Design fifo_wr_arbiter, sky130hd; sources not shown.
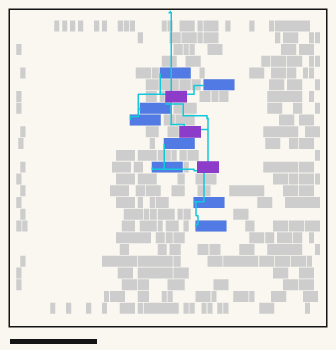
**Above:** clock wires, drivers and flops.
Scale bar: 20 µm.
Cyan shows clock wires, length 129 µm. Purple shows cells driving clock nets, count 3. Blue shows flip-flops, count 8.
There are 4 routed clock nets.
power in the clock group: 101 µW
Clk pwr share: 10.7%
clk_lat worst skew: 0.23 ns

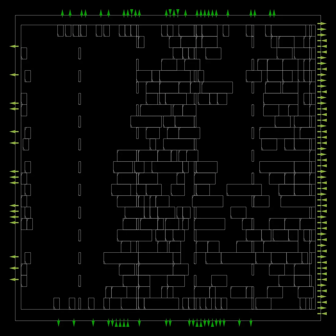
**Above:** placed standard cells.
Layout Utilization: 40.3%
Flop Count: 8
fraction of area in registers: 8.31%

==> impl_metrics.tcl <==
# place-and-route summary
set metrics [dict create \
    powerComb_uw 691 \
    cts_max_level 1 \
    synth_flop_type "sky130_fd_sc_hd__dfxtp_1" \
    post-synth-top-area-fraction_pct 31.7 \
    post_cts_resize_count 0 \
    yosys.area.top_type "sky130_fd_sc_hd__buf_4" \
    seq_power_uw 150 \
    die_height_um 73.0 \
    netSwitchingPower_uw 388 \
    totalNegativeSetupSlack_ns 0 \
    share_of_layout_cells_above_drive_strength_1_pct 11.0 \
    worstHoldPathCells 2 \
    first_global_vias 1079 \
    slew_violations 0 \
    status "complete, no violations" \
    enable_flop_cells 0 \
    synth.cellmix.xorXnorShare_pct 0 \
    finalHoldWorstSlack_ns 0.453 \
    clkSinkCount 8 \
    ctsRootBufferMaster "sky130_fd_sc_hd__clkbuf_8" \
    dpl_cell_area_um2 1890 \
    critPathMaxStageDelay_ns 0.54 \
    placement.io_buffers 54 \
    aoi_share_pct 8.10 \
    syn_area_um2 1510 \
    post_synth_and_or_nand_nor_area_fraction_pct 14.9 \
    overflow 0 \
    critical_path.startpoint_type "primary input" \
    grt_util_met2_pct 23.5 \
    count_of_tool_warnings 33 \
    worst_hold_path_type "reg2reg" \
    synth-area-yosys_um2 1510 \
    first_pass_grt_wire_length_um 4860 \
    finalHoldViolations 0 \
    clkSlewWorstSetupHoldPaths_ns 0.04 \
    crit_fanout 8 \
    max-clock-path-buffers 2 \
    pwr_density_cell_nw_per_um2 489 \
    ir_drop_v 0.000158 \
    cp.buffers_inverters 2 \
    post_synth_num_cell_types 38 \
    synth-seq-area-share_pct 10.6 \
    synth-adder-area-share_pct 8.26 \
    tritoncts "done" \
    path_cells "clkdlybuf4s50_1 > mux4_2 > and3b_1 > and3_1 > clkdlybuf4s50_1" \
    drt_iter0_markers 12 \
    design.final.nets 270 \
    gp_congestion 0.827 \
    number_of_buffers_created_by_cts 3 \
    die_x_um 73.0 \
    num_vias 1204 \
    logic_depth_of_the_worst_setup_path_including_buffers 5 \
    initial_core_utilization_pct 31.6 \
    cpLargestDelayFamily "buffers and inverters" \
    leakagePower_nw 0.839 \
    insertedDiodeCount 0 \
    syn_area_per_cell_um2 9.12 \
    async_reset_ff_share_pct 0 \
    largest_register_ff_count 3 \
    power.group.top "combinational cells" \
    fp-row-count 25 \
    ys_sh_mux_pct 22.1 \
    switching_part_of_the_total_pct 41.2 \
    timing.fmax_ghz 0.280 \
    synth.cells.most_frequent "64 x sky130_fd_sc_hd__buf_4, 13 x sky130_fd_sc_hd__mux4_2, 10 x sky130_fd_sc_hd__ha_1" \
    worst-r2r-setup-slack_ns 0.74 \
    drtAntennaViolNets 0 \
    finalInstanceArea_um2 1930 \
    globalRouteTotalUtil_pct 11.5 \
    commonest_non_fill_non_tap_cells_in_the_layout "64 x sky130_fd_sc_hd__conb_1, 54 x sky130_fd_sc_hd__clkdlybuf4s50_1, 13 x sky130_fd_sc_hd__mux4_2, 10 x sky130_fd_sc_hd__ha_1" \
    grt.met3_usage_pct 1.80 \
    postCtsHoldBufs 0 \
    lay_top_count "sky130_fd_sc_hd__conb_1" \
    groute.layer.met1.usage_pct 11.3 \
    cts_post_setup_buffers_inserted 0 \
    crit_path_frequent_cell "sky130_fd_sc_hd__clkdlybuf4s50_1" \
    dpl.hpwl_um 2630 \
    first_pass_iters 3 \
    power_frac_seq_pct 15.9 \
    design.portCount 119 \
    gr-max-usage-layer "met2" \
    crit_path_top_delay_cell "sky130_fd_sc_hd__mux4_2" \
    report.final.setup_viol 0 \
    remaining_drc_errors 0 \
    required_time_of_the_critical_path_ns 2.99 \
    antenna_violations_before_repair 0 \
    die-area_um2 5330 \
    number_of_cells_produced_by_synthesis 166 \
    most_common_cell "sky130_fd_sc_hd__buf_4" \
    detail_route.vias_per_cell 4.21 \
    max-cap-violations 0 \
    layout_min_cycle_time_ns 3.57 \
    setup.worst_path.class "in2out" \
    totalPowerFinal_uw 942 \
    wl_per_cell_um 11.3 \
    post_synthesis_to_final_layout_area_growth_pct 27.3 \
    core_area_um2 4790 \
    unrepaired_setup_endpoints_after_global_routing "false" \
    comb_power_share_pct 73.4 \
    drt_wl_total_um 3230 \
    logic_family "buffers and inverters" \
    synth_flops 8 \
    synth.area.top_cells "sky130_fd_sc_hd__buf_4 32%, sky130_fd_sc_hd__mux4_2 19%, sky130_fd_sc_hd__dfxtp_1 11%" \
    timing.critical_path.arrival_ns 2.76 \
    r2r.worst_path.cells 7 \
    synth-cells-yosys 166 \
    worstSetupEndpointType "output port" \
    ys_warn_count 0 \
    power.internal_uw 554 \
    finalClockPeriodUsage_pct 94.1 \
    grt_start_max_net_pins 16 \
]
==> routing by layer <==
layer | wire, µm | vias up
li1 | - | 557
met1 | 1100 | 569
met2 | 1740 | 74
met3 | 347 | 4
met4 | 50 | 0
met5 | 0 | -
==> stage by stage <==
| step | instances | setup slack, ns | utilization (%) |
|---|---|---|---|
| CTS | 286 | 0.241 | 40.3 |
| detailed placement | 283 | 0.245 | 39.4 |
| global placement | 283 | 0.283 | 39.4 |
| finish | 286 | 0.225 | 40.3 |
| global route | 286 | 0.162 | 40.3 |
| floorplan | 229 | 1.00 | - |
==> cell type report <==
class | count | area (µm²)
Clock buffer | 3 | 41.3
Timing Repair Buffer | 59 | 578
Multi-Input combinational cell | 145 | 1050
Sequential cell | 8 | 160
Tap cell | 67 | 83.8
Fill cell | 474 | 2860
Inverter | 4 | 15.0
Power and IR drop assume default switching activity.
